===== src/rtl/mux_pipe_nto1.sv =====
// N-to-1 selector (binary index or lowest-set-bit priority) feeding a registered
// pipeline boundary with stall/flush control, valid flag and chosen-index report.
module mux_pipe_nto1 #(
    parameter int                WIDTH       = 32,
    parameter int                N           = 4,
    parameter int                SEL_W       = 2,
    parameter int                MODE        = 0,
    parameter logic [WIDTH-1:0]  DEFAULT_VAL = {WIDTH{1'b0}}
) (
    input  logic                 clk,
    input  logic                 reset,
    input  logic [N*WIDTH-1:0]   in,
    input  logic [SEL_W-1:0]     select,
    input  logic [N-1:0]         req,
    input  logic                 in_valid,
    input  logic                 stall,
    input  logic                 flush,
    output logic [WIDTH-1:0]     out,
    output logic                 out_valid,
    output logic [SEL_W-1:0]     out_idx,
    output logic                 out_nohit
);

    logic [WIDTH-1:0] bin_data_s;
    logic [SEL_W-1:0] bin_idx_s;
    logic [WIDTH-1:0] pri_data_s;
    logic [SEL_W-1:0] pri_idx_s;
    logic             pri_nohit_s;
    logic [WIDTH-1:0] data_s;
    logic [SEL_W-1:0] idx_s;
    logic             nohit_s;

    logic [WIDTH-1:0] out_r;
    logic             out_valid_r;
    logic [SEL_W-1:0] out_idx_r;
    logic             out_nohit_r;

    // Binary index: any select value not matching 0..N-2 falls through to input N-1,
    // which also covers out-of-range selects when N is not a power of two.
    always_comb begin
        bin_data_s = in[(N-1)*WIDTH +: WIDTH];
        bin_idx_s  = SEL_W'(N-1);
        for (int k = 0; k < N-1; k++) begin
            bin_data_s = (select == SEL_W'(k)) ? in[k*WIDTH +: WIDTH] : bin_data_s;
            bin_idx_s  = (select == SEL_W'(k)) ? SEL_W'(k)            : bin_idx_s;
        end
    end

    // Priority select: scan from the top so the lowest set request bit is applied last.
    always_comb begin
        pri_data_s  = DEFAULT_VAL;
        pri_idx_s   = {SEL_W{1'b0}};
        pri_nohit_s = 1'b1;
        for (int k = N-1; k >= 0; k--) begin
            pri_data_s  = req[k] ? in[k*WIDTH +: WIDTH] : pri_data_s;
            pri_idx_s   = req[k] ? SEL_W'(k)            : pri_idx_s;
            pri_nohit_s = req[k] ? 1'b0                 : pri_nohit_s;
        end
    end

    // Mode multiplexer between the two selection schemes.
    always_comb begin
        data_s  = bin_data_s;
        idx_s   = bin_idx_s;
        nohit_s = 1'b0;
        if (MODE == 1) begin
            data_s  = pri_data_s;
            idx_s   = pri_idx_s;
            nohit_s = pri_nohit_s;
        end else begin
            data_s  = bin_data_s;
            idx_s   = bin_idx_s;
            nohit_s = 1'b0;
        end
    end

    // Output stage: reset beats flush, flush beats stall, otherwise capture every cycle.
    always_ff @(posedge clk) begin
        if (reset) begin
            out_r       <= DEFAULT_VAL;
            out_valid_r <= 1'b0;
            out_idx_r   <= {SEL_W{1'b0}};
            out_nohit_r <= 1'b0;
        end else if (flush) begin
            out_r       <= DEFAULT_VAL;
            out_valid_r <= 1'b0;
            out_idx_r   <= {SEL_W{1'b0}};
            out_nohit_r <= 1'b0;
        end else if (!stall) begin
            out_r       <= data_s;
            out_valid_r <= in_valid;
            out_idx_r   <= idx_s;
            out_nohit_r <= nohit_s;
        end else begin
            out_r       <= out_r;
            out_valid_r <= out_valid_r;
            out_idx_r   <= out_idx_r;
            out_nohit_r <= out_nohit_r;
        end
    end

    assign out       = out_r;
    assign out_valid = out_valid_r;
    assign out_idx   = out_idx_r;
    assign out_nohit = out_nohit_r;

endmodule


===== config.mk =====
export PLATFORM = sky130hd
export DESIGN_NAME = mux_pipe_nto1
export DESIGN_NICKNAME = d
export VERILOG_FILES = /design/src/rtl/mux_pipe_nto1.sv
export SDC_FILE = /design/constraint.sdc
export NUM_CORES = 1
export LEC_CHECK = 0
export CELL_PAD_IN_SITES_DETAIL_PLACEMENT = 0
export CELL_PAD_IN_SITES_GLOBAL_PLACEMENT = 1
export CORE_MARGIN = 1
export CORE_UTILIZATION = 22
export CTS_CLUSTER_DIAMETER = 150
export DETAILED_ROUTE_END_ITERATION = 10
export PLACE_DENSITY_LB_ADDON = 0.1
export SETUP_SLACK_MARGIN = 0.4
export SYNTH_ARGS = -nofsm -noshare
export SYNTH_HDL_FRONTEND = slang
export SYNTH_SLANG_ARGS = --single-unit
export TNS_END_PERCENT = 100

===== constraint.sdc =====
create_clock -name clk -period 1.8 [get_ports clk]
set_input_delay 0.36 -clock clk [delete_from_list [all_inputs] [get_ports clk]]
set_output_delay 0.36 -clock clk [all_outputs]
set_load 0.02 [all_outputs]

==> impl_metrics.csv <==
group,metric,value,unit
outcome,status,"finished, final reports clean",
placement,hpwl,6.05,mm
route,drt-vias-per-instance,4.65,
yosys,ys_ff,35,
clock_tree,htreeDepth,2,
yosys,ys_chip_area,2110,sq um
floorplan,chip_area,9980,sq um
clock_tree,cts_num_sinks,35,
worst_setup_path,cp_top_family,"buffers and inverters",
yosys,ys_cells,232,
route,wl,8.32,mm
clock_tree,clock_latency,280,ps
clock_tree,numCtsBuffers,5,
clock_tree,cts_tree,"built",
grt,grt_usage,0.158,
floorplan,fp.dieH,99.9,um
route,drtPass1Iterations,8,
placement,io_buffers,169,
clock_tree,hold_buffers,0,
yosys,synthDistinctLibCells,16,
final_layout,nets,537,
grt,grt_max_degree,36,
worst_setup_path,rr_endpoint,"out[17]",
yosys,synthesis.nets,371,
yosys,synth_top_cell_by_area,"dfxtp_1",
floorplan,core_area,9280,sq um
timing,drv_slew,0,
final_layout,final_area,4090,sq um
yosys,postSynthAreaPerCell,9.09,sq um
timing,setup_viol,0,
grt,grt_antenna_before_repair,0,
timing,fin_crit_sh,0.739,
yosys,synth_cells,232,
route,drt_iter0_markers,168,
floorplan,rows,35,
worst_setup_path,slowest_stage,"dlygate4sd2_1",
worst_hold_path,hold_depth,2,
worst_hold_path,min_from,"out_idx[1]",
worst_setup_path,crit_buf_inv,1,
timing,grt_setup_unrepaired,"no",
yosys,synth_seq_share,0.332,
flow_run,warning_count,31,
worst_setup_path,crit_path_max_fanout,2,
worst_setup_path,r2r_setup_slack,820,ps
yosys,synthMostInstantiatedCell,"dfxtp_1",
final_layout,n_antenna_cell,0,
route,vias,2456,
floorplan,ios,175,
flow_run,drv_cap,0,
clock_tree,cts_setup_buffers,0,
yosys,ys_dominant_reg_cell,"dfxtp_1",
placement,gp_congestion,0.709,
worst_setup_path,cp-start-kind,"register",
power,irDropWorstVdd,268,uV
worst_hold_path,min_to,"out_idx[1]",
timing,fin_tns_setup,0,ps
floorplan,die_w,99.9,um
grt,grt_pass1_vias,2283,
clock_tree,clk_pin_slew_worst_paths,70,ps
worst_setup_path,r2r_start,"out[17]",
grt,overflow,0,
routing by layer:
metal  part of all wire  up-vias  wire length [um]  global-route usage
li1                   -     1198                 -                   -
met1               0.42     1138              3530               0.191
met2               0.47      118              3940               0.262
met3              0.097        2               806              0.0592
met4             0.0046        0                38              0.0407
met5                  0        -                 0                   0
worst max path at each step:
stage / from / endpoint / slack (ps) / cells after the start
floorplan: select[0] / out[10] / 430 / 6
global placement: stall / out[20] / 40 / 5
detailed placement: stall / out[20] / 40 / 5
CTS: select[1] / out[24] / 400 / 5
global route: out[20] / out[20] / 400 / 1
finish: out[18] / out[18] / 470 / 1
layout make-up:
type / instances / area [sq um]
Timing Repair Buffer: 185 / 1840
Clock buffer: 8 / 100
Fill cell: 982 / 5190
Inverter: 32 / 120
Sequential cell: 35 / 701
Multi-Input combinational cell: 139 / 1160
Tap cell: 129 / 161
stage by stage:
step	hold slack [ps]	util	worst slack [ps]	cells
after floorplan	437	-	428	232
after global placement	525	0.427	37.9	518
after detailed placement	531	0.427	36.5	518
after CTS	548	0.434	396	526
after global routing	564	0.440	402	528
final	537	0.440	469	528
cells by family after synthesis:
family / after synthesis / synth area share
AND/OR/NAND/NOR: 39 / 0.0724
AND-OR/OR-AND: 65 / 0.306
other: 1 / 0.00178
buffers and inverters: 58 / 0.126
flip-flops: 35 / 0.332
multiplexers: 34 / 0.161
cells in the final DEF, fill, tap and decap left out, types with 3 or more instances in the layout:
cell             Yosys  layout
a222oi_1            32      32
buf_12               1       4
buf_4                3       8
buf_6                1       3
clkbuf_8             0       7
clkdlybuf4s50_1      0     131
dfxtp_1             35      35
dlygate4sd2_1        0      35
inv_1               32      32
mux2i_1             34      34
nor2_1              34      32
nor3_1               3       3
o211a_1             32      32
flip-flops by register name, summed over array words and instances (netlist names):
signal	flops
out_idx	2
out	32
out_valid	1
what timing repair did:
action / 4_1_cts / 5_1_grt
endpoints found under the setup margin: 67 / 28
pin swaps: 0 / 6
endpoints found under the hold margin: 0 / 0
cloned: 0 / 2
gates resized: 39 / 10
power breakdown:
group	switching [mW]	total (mW)	leakage [nW]	internal, mW
Combinational	0.274	0.715	1.62	0.441
Clock	0.282	0.632	0.0515	0.350
Sequential	0.0162	0.828	0.287	0.812
Total	0.573	2.17	1.96	1.60
Figure 1. Routing congestion.
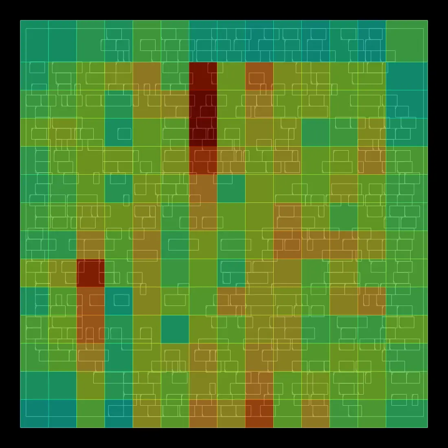
post-layout util: 0.440
grt peak-use layer: met2
met1 usage: 0.191
drt wl/cell: 15.8 um

Figure 2. Metal 3.
Bar = 20 um. Cells faint in the background.
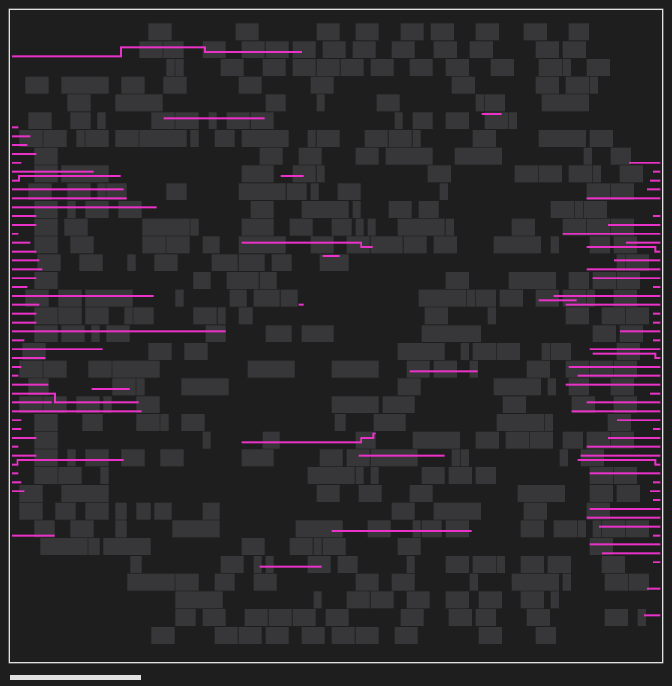
main direction: horizontal
wire length on this layer: 807 um
longest straight run: 32.4 um
nets with wire on the layer: 99
share of all routed wire: 9.7%

Power and IR drop assume default switching activity.
